Run 1, gate-type map:
The bar under the picture is 50 um long.
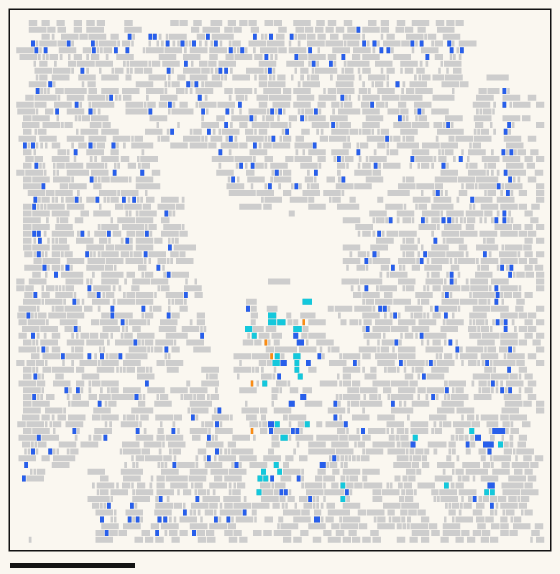
Run 1, signal wires by layer:
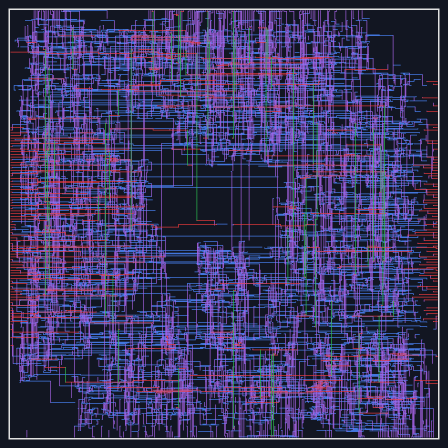
Run 1, register map, names as in the netlist:
Other sequential cells in the stronger gray, the rest of the logic in the fainter gray.
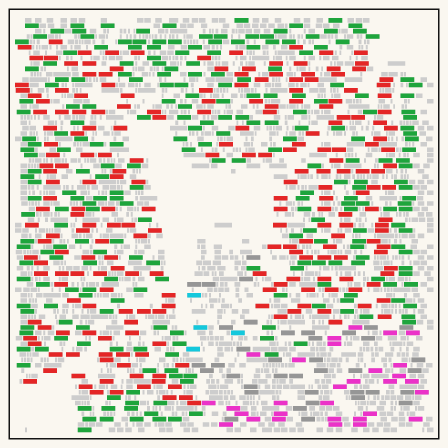
Run 1, pin placement:
Pins as bars across the die edge, other pins in gray.
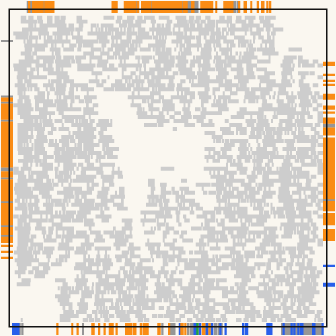
==> config.mk <==
export PLATFORM = sky130hd
export DESIGN_NAME = imem_line_responder_flat
export DESIGN_NICKNAME = d
export VERILOG_FILES = /design/src/rtl/imem_pkg.sv /design/src/rtl/imem_line_responder_if.sv /design/src/rtl/imem_line_asm.sv /design/src/rtl/imem_line_responder.sv /design/src/flat_wrapper.sv
export SDC_FILE = /design/constraint.sdc
export NUM_CORES = 1
export LEC_CHECK = 0
export ABC_AREA = 0
export CAP_MARGIN = 25
export CORE_MARGIN = 2
export CORE_UTILIZATION = 45
export CTS_CLUSTER_DIAMETER = 60
export DETAILED_ROUTE_END_ITERATION = 12
export PLACE_DENSITY_LB_ADDON = 0.25
export SLEW_MARGIN = 20
export SYNTH_ARGS = -nofsm -noshare
export SYNTH_HDL_FRONTEND = slang
export SYNTH_SLANG_ARGS = --single-unit
==> constraint.sdc <==
create_clock -name clk_i -period 6.8 [get_ports clk_i]
set_input_delay 0.68 -clock clk_i [delete_from_list [all_inputs] [get_ports clk_i]]
set_output_delay 0.68 -clock clk_i [all_outputs]
set_load 0.1 [all_outputs]
==> results_slide.txt, run 1 <==
Flow Results at a Glance

Status
  – Outcome: finished clean

Clock tree
  – Latency at later pin: 0.61 ns
  – H-tree level count: 2
  – Clock slew at reported path FFs: 0.06 ns
  – Setup Buffers After CTS: 0
  – Post-CTS sizing: 0
  – Number of clock sinks seen by CTS: 552

Place
  – Post-Place Setup Slack: 2.52 ns

Critical path
  – Reg2reg setup slack: 2.55 ns
  – Setup crit start kind: register
  – Critical path arrival: 4.78 ns
  – R2R depth: 15
  – Crit path kind: register to register

Floorplanning
  – Die area: 0.0467 sq mm
  – I/O Pins: 360
  – Core ar.: 0.0443 sq mm
  – Num rows: 77

Synthesis
  – Mapped cell area: 0.0202 sq mm
  – Largest combinational cell category by area: simple AND/OR/NAND/NOR gates
  – Synth warnings: 0
  – Ys async rst share: 0
  – Cells after synthesis: 2269
  – Post-synth EDFFs: 0
  – Adder Area Share: 0.0106
  – Area fraction in mux cells: 0.127
  – Cell type with the largest total area: dfxtp_1
  – Largest cells by area: dfxtp_1 55%, mux2i_1 12%, nand2_1 10%, a21oi_1 6.6%, nor2_1 5.3%
  – XOR/XNOR Area Share: 0.0130
  – Part of the Yosys area used for sequential elements: 0.546

Routing
  – Uppermost layer routed: met4
  – Total length of routed met2 wires: 28100 um
  – Routed Antenna Nets: 0
  – WL met3: 4740 um
  – DRT Pass-1 Iters: 6

Global route
  – Largest net degree at the start of global routing: 161
  – Initial antenna violation count: 2

Worst hold path
  – Hold WC Path Type: register to register

Power
  – Worst IR Drop VDD: 255 uV
  – Lkg Pwr: 9.41 nW
  – Cell Pwr Density: 262 mW/mm^2

Cells and area
  – Clock network area share: 0.0740
  – Gate Area: 0.00840 sq mm
  – Multi-input gates: 1524
  – Share of cells above drive strength 1: 0.0512
  – Nets@finish: 2596
  – Antenna diodes: 0
  – Register share of the cell area: 0.427
  – Flop count: 552
  – Filler Cell Count: 3878
  – Max reg flops: 256

Run
  – Max Cap Viol: 0

Timing
  – Worst slew margin: 0.279
  – Setup TNS Final: 0 ns
  – Post-layout worst setup margin: 2.55 ns
  – Worst-margin pin slew: 1.08 ns
  – Setup-failing EPs final: 0
  – Final hold slack: 0.439 ns
  – Hold Vio Cnt, Final: 0
  – Final max-slew violation count: 0
  – Ratio of final minimum period to clock period: 0.625
## Picture notes: 'gate-type map'
inv cells -> orange  # cells 5, most used inv_1
aoi and oai cells -> blue  # cells 286, most used a21oi_1, where widely spread
and/or cells -> cyan  # cells 31, most used and2_1, where bottom center
most frequent logic cell in the layout: dfxtp_1
combinational share of cell area: 0.325
non-filler cells, final: 3149

## Picture notes: 'signal wires by layer'
M1 -> blue  # wire length 26.5 mm
M4 -> green  # wire length 2100 um
M3 -> red  # wire length 4740 um
M2 -> purple  # wire length 28.1 mm
Via Count: 16300
DR WL/cell: 19.5 um
GRT Total Usage: 0.257
final WL: 61400 um

## Picture notes: 'register map, names as in the netlist'
u_core.bus.b_addr -> magenta  # flops 30
u_core.c_data_o -> green  # flops 256, where widely spread
u_core.issued_q -> cyan  # flops 4, where bottom center
u_core.u_asm.line_o -> red  # flops 224, where widely spread
not colored = 38
final core utilization: 0.584
Flop area: 0.0111 sq mm

## Picture notes: 'pin placement'
rst_i -> green  # pins 1, direction input, edge bottom
c_data_o -> orange  # pins 256, direction output, edge 90 top, 68 left, 66 right, 32 bottom
c_addr_i -> blue  # pins 32, direction input, edge 29 bottom, 3 right
DIE WIDTH: 216 um
port bufs: 351

[run 1: power by group]
part / switching (W) / total, W / internal (W)
Sequential: 0.0000121 / 0.00327 / 0.00325
Combinational: 0.000267 / 0.000354 / 0.0000867
Clock: 0.00127 / 0.00315 / 0.00187
[run 1: synthesized netlist by cell type, drive strengths merged (14+ instances only)]
cell type / number
nand4: 18
mux2i: 252
nand2: 541
nand3: 18
clkbuf: 129
ha: 14
a21oi: 266
xor2: 16
xnor2: 14
nor2: 288
dfxtp: 552
buf: 60
[run 1: worst max-delay path, stage by stage, from the launching register on]
cell	delay, ns
dfxtp_1	0.39
inv_1	0.14
ha_1	0.36
and3b_1	0.20
o21ai_0	0.21
nand4b_1	0.51
and4_2	0.48
buf_4	0.31
or2_2	0.36
nand2_1	0.07
ha_1	0.26
a21oi_1	0.21
and4_1	0.22
nand3_1	0.07
o211ai_1	0.15
mux2i_1	0.22
[run 1: metal layers]
layer  GRT usage  vias up
li1            -     7891
met1       0.335     7717
met2       0.408      548
met3      0.0692      112
met4      0.0993        0
met5           0        -
[run 1: layout by cell type, fill, tap and decap left out, drive strengths merged, types with 3 or more instances in the layout]
master,netlist,layout
a211oi,4,4
a21o,4,4
a21oi,266,266
a31oi,3,3
and2,10,10
and3,8,8
and4,5,5
buf,60,21
bufinv,0,3
clkbuf,129,92
clkdlybuf4s50,0,350
clkinv,0,5
dfxtp,552,552
ha,14,14
inv,5,8
mux2,3,3
mux2i,252,252
nand2,541,541
nand3,18,18
nand4,18,18
nor2,288,288
nor2b,5,5
nor3,9,9
nor3b,3,3
nor4,6,6
o21ai,6,6
o31a,3,3
or2,3,3
xnor2,14,14
xor2,16,16
Run 1, clock wiring as the flow saved it:
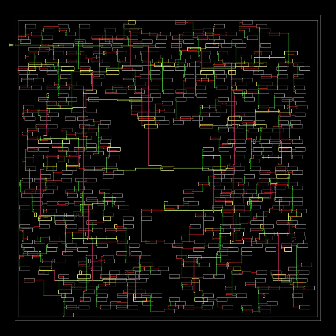

==> inputs of run 2 (changes only) <==
clock period = 3.5 ns   (was 6.8 ns; I/O delays follow)
Run 2, clock wiring as the flow saved it:
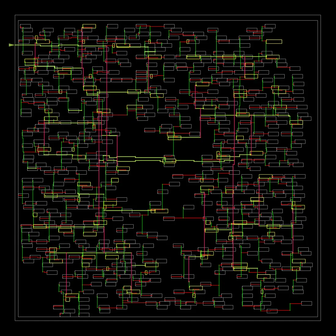
Latency at later pin: 0.61 ns
Clock Skew: 0.0232 ns
clk pwr: 0.00603 W
number of clock sinks seen by CTS: 552

==> run 2 against run 1 <==
Effect of this change: design area grew 0.72%; non-clock buffer count increased by 15; synthesized cell count did not move; clock power is 91% higher; critical path depth is 1 lower; sequential power grew 94%; via count rose by 0.49%; die size did not move; sequential share of layout area fell by 0.30 points; synthesized area unchanged; final cell count is 0.32% higher; largest cell class unchanged; largest power group unchanged.
==> results_slide.txt, run 2 <==
Flow Results at a Glance

Power
  – Lkg Pwr: 9.50 nW
  – Worst IR Drop VDD: 418 uV

Cells and area
  – Antenna diodes: 0
  – Max reg flops: 256
  – Final core utilization: 0.588
  – Most frequent logic cell in the layout: dfxtp_1

Synthesis
  – Top-count cell post-synth: dfxtp_1
  – Cell type with the largest total area: dfxtp_1
  – Ys async rst share: 0
  – Adder Area Share: 0.0106
  – Cells after synthesis: 2269
  – Synth warnings: 0
  – Post-synth EDFFs: 0
  – Mapped cell area: 0.0202 sq mm
  – Largest combinational cell category by area: simple AND/OR/NAND/NOR gates
  – XOR/XNOR Area Share: 0.0130
  – Largest cells by area: dfxtp_1 55%, mux2i_1 12%, nand2_1 10%, a21oi_1 6.6%, nor2_1 5.3%
  – Area fraction in mux cells: 0.127

Routing
  – Final WL: 61600 um
  – DRT Pass-1 Iters: 8
  – Routed Antenna Nets: 0

Critical path
  – Critical path arrival: 3.81 ns
  – R2R depth: 14
  – Setup crit start kind: register

Place
  – Port bufs: 351

Floorplanning
  – I/O Pins: 360
  – Num rows: 77
  – Die area: 0.0467 sq mm
  – Core ar.: 0.0443 sq mm
  – DIE WIDTH: 216 um

Clock tree
  – Clock slew at reported path FFs: 0.06 ns
  – H-tree level count: 2

Timing
  – Worst slew margin: 0.262
  – Final max-slew violation count: 0
  – Setup-failing EPs final: 0
  – Ratio of final minimum period to clock period: 0.941
  – Worst-margin pin slew: 1.10 ns

Worst hold path
  – Hold WC Path Type: primary input to register

Status
  – Outcome: finished clean

Run
  – Max Cap Viol: 0
run 2: worst max-delay path, stage by stage (launching register included):
cell	delay [ns]
dfxtp_2	0.36
inv_1	0.06
ha_1	0.33
and3b_1	0.20
or3_1	0.34
nand4b_1	0.25
and2_4	0.22
mux2i_2	0.24
nor2_1	0.09
fa_1	0.42
xor2_1	0.13
nand2_1	0.08
a211oi_2	0.23
o211ai_1	0.12
mux2i_1	0.14
run 2: routing by layer:
metal	GRT usage	routed length, um	up-vias
li1	-	-	7941
met1	0.343	27000	7786
met2	0.405	28000	517
met3	0.0619	4710	103
met4	0.0888	1830	0
met5	0	0	-
run 2: per-stage QoR:
step / std cells / hold slack, ns / setup slack (ns)
2_1_floorplan: 2270 / 0.421 / 0.218
3_3_place_gp: 3056 / 0.436 / 0.114
3_5_place_dp: 3057 / 0.435 / 0.0815
4_1_cts: 3157 / 0.216 / 0.0699
5_1_grt: 3159 / 0.247 / -0.00975
6_report: 3159 / 0.204 / 0.207
run 2: final cells by class:
cell class | count | area (sq um)
clock buffer | 83 | 1700
clock inverter | 17 | 175
fill | 3861 | 18300
inverter | 5 | 18.8
multi-input combinational | 1524 | 8420
sequential | 552 | 11100
tap | 592 | 741
timing repair buffer | 386 | 3960
run 2: report_power, final:
part           internal [W]  total (W)  switching [W]
Clock               0.00356    0.00603        0.00247
Combinational      0.000188   0.000712       0.000524
Sequential          0.00632    0.00635      0.0000244
run 2: repair_timing:
item / CTS / global route
hold endpoints to repair: 0 / 0
gates resized: 0 / 7
hold buffers: 0 / 0
buffers inserted: 0 / 2
endpoints found under the setup margin: 0 / 1
No activity file was given, so power comes from the tool's default toggle rates.
